[src/rtl/key_exp_ctrl.sv]
// key_exp_ctrl -- AES key-expansion sequencer for 128/192/256-bit keys.
//
// Loads the cipher key words into round-key memory, then produces each further
// word from a rolling history of the last Nk words. Words that need SubWord are
// issued to an external S-box with a fixed one-cycle read latency. The result
// is consumed in the following cycle.
//
// Ports
//   clk_in           clock, rising edge
//   rst_in           asynchronous active-low reset
//   start_in         expansion request, sampled in IDLE only
//   conf_in[1:0]     key size: 00=128, 01=192, 10=256, 11 reserved (ignored)
//   key_in[255:0]    cipher key, w0 in bits [255:224]
//   busy_out         expansion in progress (LOAD/GEN/SUB)
//   done_out         one-cycle pulse after the last word is written
//   sbox_en_out      S-box lookup request
//   sbox_data_out    word to substitute, w[i-1]
//   sbox_conf_out    key size captured at start
//   rcon_out         current round constant
//   sbox_data_in     SubWord(RotWord(w)) ^ {rcon,24'h0}, one cycle after request
//   sbox_data256_in  SubWord(w), one cycle after request
//   rk_we_out        round-key write strobe
//   rk_addr_out      round-key word index
//   rk_data_out      round-key word
module key_exp_ctrl (
  input  logic         clk_in,
  input  logic         rst_in,
  input  logic         start_in,
  input  logic [1:0]   conf_in,
  input  logic [255:0] key_in,
  output logic         busy_out,
  output logic         done_out,
  output logic         sbox_en_out,
  output logic [31:0]  sbox_data_out,
  output logic [1:0]   sbox_conf_out,
  output logic [7:0]   rcon_out,
  input  logic [31:0]  sbox_data_in,
  input  logic [31:0]  sbox_data256_in,
  output logic         rk_we_out,
  output logic [5:0]   rk_addr_out,
  output logic [31:0]  rk_data_out
);

  typedef enum logic [2:0] {
    IDLE = 3'd0,
    LOAD = 3'd1,
    GEN  = 3'd2,
    SUB  = 3'd3,
    DONE = 3'd4
  } state_t;

  state_t        state, state_nxt;
  logic [5:0]    idx;        // word index i
  logic [2:0]    phase;      // i mod Nk, kept as a wrapping counter
  logic [7:0]    rcon;
  logic [1:0]    conf_q;
  logic [255:0]  key_sh;     // captured key, shifted up one word per LOAD write
  logic [31:0]   hist [8];   // hist[0] = w[i-1], hist[Nk-1] = w[i-Nk]

  logic [2:0]    nk_m1;
  logic [5:0]    last_idx;
  logic          need_sub;
  logic          start_ok;
  logic          wr_en;
  logic [31:0]   wr_data;
  logic          sb_en;
  logic [31:0]   sb_data;

  // GF(2^8) multiply-by-x used to step the round constant.
  function automatic logic [7:0] xtime(input logic [7:0] b);
    return b[7] ? ({b[6:0], 1'b0} ^ 8'h1b) : {b[6:0], 1'b0};
  endfunction

  always_comb begin
    unique case (conf_q)
      2'b00:   begin nk_m1 = 3'd3; last_idx = 6'd43; end
      2'b01:   begin nk_m1 = 3'd5; last_idx = 6'd51; end
      default: begin nk_m1 = 3'd7; last_idx = 6'd59; end
    endcase
  end

  // 256-bit keys also substitute the word half-way through each group.
  assign need_sub = (phase == 3'd0) || (conf_q == 2'b10 && phase == 3'd4);
  assign start_ok = start_in && (conf_in != 2'b11);

  // State register
  always_ff @(posedge clk_in or negedge rst_in) begin
    if (!rst_in) state <= IDLE;
    else         state <= state_nxt;
  end

  // Next-state logic
  always_comb begin
    state_nxt = state;
    unique case (state)
      IDLE: if (start_ok) state_nxt = LOAD;
      LOAD: if (idx == {3'd0, nk_m1}) state_nxt = GEN;
      GEN: begin
        if (need_sub)              state_nxt = SUB;
        else if (idx == last_idx)  state_nxt = DONE;
      end
      SUB:  state_nxt = (idx == last_idx) ? DONE : GEN;
      DONE: state_nxt = IDLE;
      default: state_nxt = IDLE;
    endcase
  end

  // Output logic
  always_comb begin
    busy_out = 1'b0;
    done_out = 1'b0;
    wr_en    = 1'b0;
    wr_data  = 32'h0;
    sb_en    = 1'b0;
    sb_data  = 32'h0;
    unique case (state)
      LOAD: begin
        busy_out = 1'b1;
        wr_en    = 1'b1;
        wr_data  = key_sh[255:224];
      end
      GEN: begin
        busy_out = 1'b1;
        if (need_sub) begin
          sb_en   = 1'b1;
          sb_data = hist[0];
        end else begin
          wr_en   = 1'b1;
          wr_data = hist[nk_m1] ^ hist[0];
        end
      end
      SUB: begin
        busy_out = 1'b1;
        wr_en    = 1'b1;
        wr_data  = hist[nk_m1] ^ ((phase == 3'd0) ? sbox_data_in : sbox_data256_in);
      end
      DONE: done_out = 1'b1;
      default: ;
    endcase
  end

  // Address and data are only driven while writing, so the index never shows
  // its post-final value on the bus.
  assign rk_we_out     = wr_en;
  assign rk_addr_out   = wr_en ? idx : 6'd0;
  assign rk_data_out   = wr_data;
  assign sbox_en_out   = sb_en;
  assign sbox_data_out = sb_data;
  assign sbox_conf_out = conf_q;
  assign rcon_out      = rcon;

  // Index, phase, round constant and history update on each write
  always_ff @(posedge clk_in or negedge rst_in) begin
    if (!rst_in) begin
      idx    <= 6'd0;
      phase  <= 3'd0;
      rcon   <= 8'h01;
      conf_q <= 2'b00;
      for (int k = 0; k < 8; k++) hist[k] <= 32'h0;
    end else if (state == IDLE && start_ok) begin
      idx    <= 6'd0;
      phase  <= 3'd0;
      rcon   <= 8'h01;
      conf_q <= conf_in;
    end else if (wr_en) begin
      idx   <= idx + 6'd1;
      phase <= (phase == nk_m1) ? 3'd0 : phase + 3'd1;
      for (int k = 7; k > 0; k--) hist[k] <= hist[k-1];
      hist[0] <= wr_data;
      // Only SUB writes with phase 0 are the rcon-consuming words (i >= Nk).
      if (state == SUB && phase == 3'd0) rcon <= xtime(rcon);
    end
  end

  // Key capture; pure data, no reset needed
  always_ff @(posedge clk_in) begin
    if (state == IDLE && start_ok) key_sh <= key_in;
    else if (state == LOAD)        key_sh <= {key_sh[223:0], 32'h0};
  end

endmodule

[config.mk]
export PLATFORM = sky130hd
export DESIGN_NAME = key_exp_ctrl
export DESIGN_NICKNAME = d
export VERILOG_FILES = /design/src/rtl/key_exp_ctrl.sv
export SDC_FILE = /design/constraint.sdc
export NUM_CORES = 1
export LEC_CHECK = 0
export CORE_ASPECT_RATIO = 1.4
export CORE_MARGIN = 5
export CORE_UTILIZATION = 43
export DETAILED_ROUTE_END_ITERATION = 8
export PLACE_DENSITY_LB_ADDON = 0.05
export REMOVE_ABC_BUFFERS = 1
export SLEW_MARGIN = 25
export SYNTH_ARGS = -nofsm -noshare
export SYNTH_HDL_FRONTEND = slang
export SYNTH_SLANG_ARGS = --single-unit
[constraint.sdc]
create_clock -name clk_in -period 60.1 [get_ports clk_in]
set_clock_uncertainty 0.05 [all_clocks]
set_input_delay 6.01 -clock clk_in [delete_from_list [all_inputs] [get_ports clk_in]]
set_output_delay 6.01 -clock clk_in [all_outputs]
set_load 0.005 [all_outputs]
==> results.sh, run 1 <==
# flow metrics
export IMPL_yosysWarnings=0
export IMPL_cts_sinks=534
export IMPL_syn_area_per_cell_sq_um=9.62
export IMPL_min_path_cells=2
export IMPL_edf_count=256
export IMPL_core_area_sq_um=56100
export IMPL_grtUsageMet1_pct=26.1
export IMPL_cts_buffers=54
export IMPL_grt_max_degree=220
export IMPL_ys_cells=2519
export IMPL_grt_met2_usage_pct=33.8
export IMPL_hpwl_microns=40400
export IMPL_synth_simple_area_share_pct=26.1
export IMPL_initial_core_util_pct=43.2
export IMPL_synthCells=2519
export IMPL_ys_sh_aoi_pct=2.08
export IMPL_flops=534
export IMPL_buffers_excl_clock=431
export IMPL_reg2reg_setup_slack_ns=55.56
export IMPL_p_seq_share_pct=40.7
export IMPL_startpoint="sbox_data_in[18]"
export IMPL_final_util_pct=54.5
export IMPL_grt_pass1_wl_microns=99600
export IMPL_synth_flop_count=534
export IMPL_worst_hold_path_type="reg -> reg"
export IMPL_cp_top_family="buffers and inverters"
export IMPL_hold_slack_ns=0.412
export IMPL_chipArea_sq_um=61200
export IMPL_worst_setup_path_type="in -> out"
export IMPL_synthesis_area_sq_um=24200
export IMPL_dp_cells=3536
export IMPL_cts_post_setup_buffers_inserted=0
export IMPL_rsz0062_at_grt="false"
export IMPL_mi_logic_area_sq_um=8840
export IMPL_viasPerCell=4.86
export IMPL_route_met3_wl_microns=4390
export IMPL_buf_share_pct=14.3
export IMPL_finalHoldViolCount=0
export IMPL_dp_slack_ns=46.38
export IMPL_peakVddDrop_uv=39.7
export IMPL_mostFrequentLayoutCell="nand2_1"
export IMPL_endpoint="rk_data_out[18]"
export IMPL_gp_congestion=0.808
export IMPL_stdcell_count=3646
export IMPL_cpMaxStageDelayCell="clkdlybuf4s50_1"
export IMPL_track_usage_pct=20.3
export IMPL_totalPowerFinal_mw=1.67
export IMPL_setup_ws_ns=46.39
export IMPL_grt_busiest_layer="met2"
export IMPL_p_int_mw=1.04
export IMPL_status="completed"
export IMPL_cp_depth=6
export IMPL_p_comb_uw=658
export IMPL_cts_hold_buffers=0
export IMPL_stdcell_area_sq_um=30600
export IMPL_clock_fmax_mhz=73.0
export IMPL_mux_share_pct=5.42
export IMPL_ys_types=51
export IMPL_pin_count=409
export IMPL_num_clock_buffers=87
export IMPL_r2r_end="hist[236]$_DFFE_PN0P_"
export IMPL_netSwitchingFraction_pct=37.7
export IMPL_die_h_microns=291
export IMPL_relSlewSlack_pct=31.3
export IMPL_tns_ns=0
export IMPL_cp_arrival_ns=7.65
export IMPL_p_switching_uw=630
export IMPL_num_rows=103
export IMPL_inv_count=4
export IMPL_power_leakage_nw=14.0
export IMPL_wl_met2_microns=31000
export IMPL_drv_slew=0
export IMPL_die_width_microns=211
export IMPL_synthArstFlopShare_pct=52.1
export IMPL_fill_cells=5123
export IMPL_yosys_area_top_type="edfxtp_1"
export IMPL_max_stage_delay_ns=0.55
export IMPL_cts_tree="yes"
export IMPL_flop_cell="dfrtp_1"
export IMPL_worstPathRequired_ns=54.04
export IMPL_start_kind="input pin"
export IMPL_cts_root_buf="clkbuf_16"
**Run 1: routed clock nets over the placement**

Bar = 50 microns.
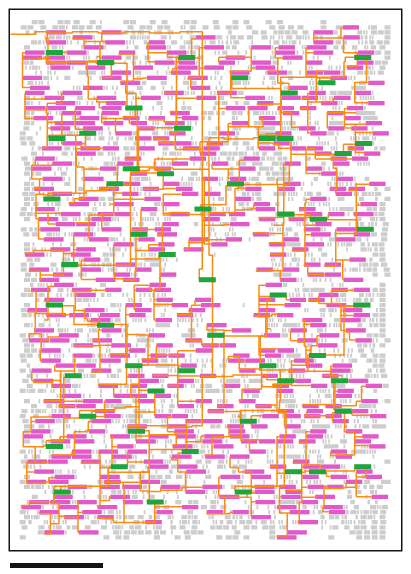
[magenta] flip-flops | count: 534
[green] cells driving clock nets | count: 54
[orange] clock wires | length: 7240 microns
routed clock nets: 55
Clk power: 335 uW
Clk Latency, worst-skew pair: 0.60 ns
Clk pwr share: 20.0%

**Run 1: pin map**

Pins as bars across the die edge, other pins in gray.
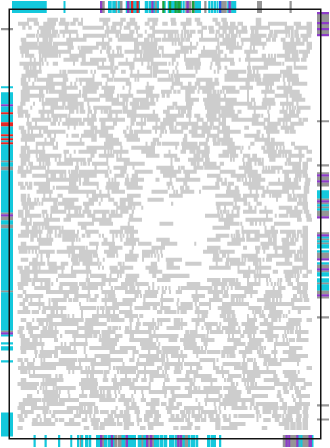
[purple] sbox_data256_in | pins: 32 | direction: input | edge: 12 south, 12 east, 5 north, 3 west
[red] rcon_out | pins: 8 | direction: output | edge: 6 west, 2 north
[blue] start_in | pins: 1 | direction: input | edge: north
[cyan] key_in | pins: 256 | direction: input | edge: 120 west, 62 north, 55 south, 19 east
[green] rk_addr_out | pins: 6 | direction: output | edge: north

**Run 1: metal 4**

Cells faint in the background.
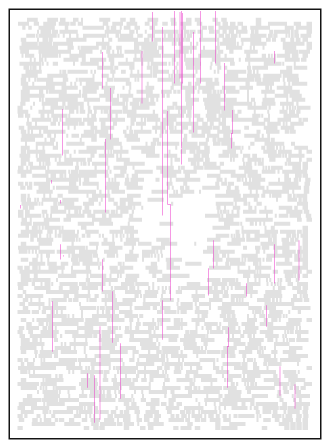
main direction: vertical
longest straight run: 128 microns
share of all routed wire: 2.2%
total number of vias: 17700
detailed-route wire length: 63400 microns

==> run 1 -> run 2 <==
==> constraint.sdc (replaced) <==
create_clock -name clk_in -period 12.04 [get_ports clk_in]
set_clock_uncertainty 0.05 [all_clocks]
set_input_delay 1.204 -clock clk_in [delete_from_list [all_inputs] [get_ports clk_in]]
set_output_delay 1.204 -clock clk_in [all_outputs]
set_load 0.005 [all_outputs]
**Run 2: routing congestion**

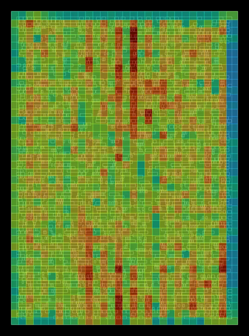
Layout Utilization: 54.2%
GR Util met3: 5.55%
GR Util All Layers: 20.0%
GRT busiest layer: met2

**Run 2: routed clock nets over the placement**

Bar = 50 microns.
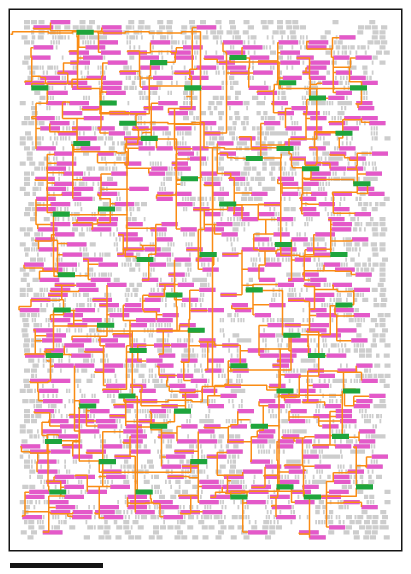
[green] cells driving clock nets | count: 54
[orange] clock wires | length: 7250 microns
[magenta] flip-flops | count: 534
routed clock nets: 55
flops lie: widely spread

**Run 2: sequential cells colored by netlist name**

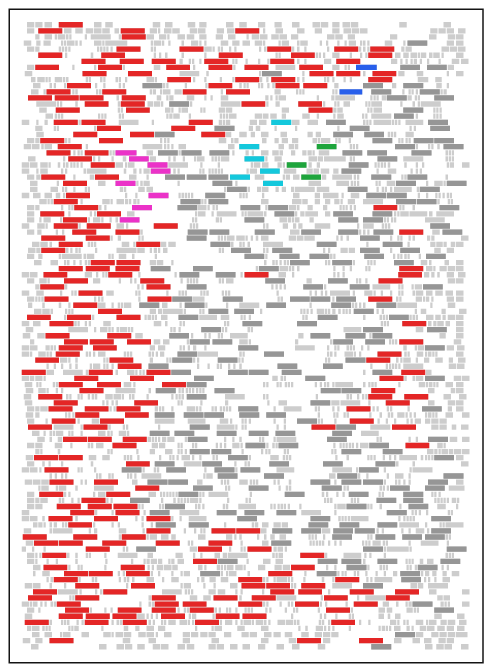
[magenta] rcon_out | placed flops: 8 | where: north-west
[red] key_sh | placed flops: 256 | where: widely spread
[cyan] idx | placed flops: 6 | where: north
[green] state | placed flops: 3
[blue] sbox_conf_out | placed flops: 2
not colored: 259
fraction of area in registers: 48.2%
P_seq: 3.40 mW

==> run 2 against run 1 <==
  * Utilization shrank 0.28 points
  * Largest power group unchanged
  * Hold slack got worse by 0.0059 ns
  * Wire length decreased by 1.7%
  * Synthesized cell count did not move
  * Critical path type is now reg -> out
  * Global-route usage decreased by 0.29 points
==> results.sh, run 2 <==
# flow metrics
export IMPL_r2r_end="hist[236]$_DFFE_PN0P_"
export IMPL_gp_congestion=0.776
export IMPL_mux_share_pct=5.42
export IMPL_chipArea_sq_um=61200
export IMPL_yosys_area_top_type="edfxtp_1"
export IMPL_flops=534
export IMPL_grt_met2_usage_pct=33.0
export IMPL_cts_sinks=534
export IMPL_mi_logic_area_sq_um=8840
export IMPL_clk_power_mw=1.56
export IMPL_inv_count=4
export IMPL_num_rows=103
export IMPL_fill_cells=5139
export IMPL_pwr_share_clk_pct=19.0
export IMPL_cts_root_buf="clkbuf_16"
export IMPL_p_int_mw=5.10
export IMPL_syn_area_per_cell_sq_um=9.62
export IMPL_dp_cells=3536
export IMPL_initial_core_util_pct=43.2
export IMPL_synthCells=2519
export IMPL_grtUsageMet1_pct=26.2
export IMPL_netSwitchingFraction_pct=38.0
export IMPL_endpoint="rk_data_out[11]"
export IMPL_cts_buffers=54
export IMPL_grt_max_degree=235
export IMPL_worstPathRequired_ns=10.79
export IMPL_p_comb_mw=3.26
export IMPL_synth_flop_count=534
export IMPL_max_stage_delay_ns=0.66
export IMPL_p_seq_share_pct=41.4
export IMPL_buffers_excl_clock=429
export IMPL_startpoint="phase[1]$_DFFE_PN0P_"
export IMPL_yosysWarnings=0
export IMPL_relSlewSlack_pct=30.1
export IMPL_p_switching_mw=3.12
export IMPL_stdcell_area_sq_um=30400
export IMPL_tns_ns=0
export IMPL_status="completed"
export IMPL_mostFrequentLayoutCell="nand2_1"
export IMPL_finalHoldViolCount=0
export IMPL_buf_share_pct=14.3
export IMPL_die_h_microns=291
export IMPL_dp_slack_ns=7.28
export IMPL_reg2reg_setup_slack_ns=8.50
export IMPL_cts_hold_buffers=0
export IMPL_hold_slack_ns=0.406
export IMPL_flop_cell="dfrtp_1"
export IMPL_drv_slew=0
export IMPL_edf_count=256
export IMPL_hpwl_microns=40100
export IMPL_ys_cells=2519
export IMPL_stdcell_count=3643
export IMPL_pin_count=409
export IMPL_core_area_sq_um=56100
export IMPL_worst_setup_path_type="reg -> out"
export IMPL_num_clock_buffers=70
export IMPL_synth_simple_area_share_pct=26.1
export IMPL_peakVddDrop_uv=167
export IMPL_rsz0062_at_grt="false"
export IMPL_start_kind="flip-flop"
export IMPL_clock_fmax_mhz=198
export IMPL_cp_depth=9
export IMPL_viasPerCell=4.83
export IMPL_cts_post_setup_buffers_inserted=0
export IMPL_ys_sh_aoi_pct=2.08
export IMPL_cp_top_family="buffers and inverters"
export IMPL_setup_ws_ns=6.98
export IMPL_worst_hold_path_type="in -> async"
export IMPL_synthArstFlopShare_pct=52.1
Power and IR drop assume default switching activity.
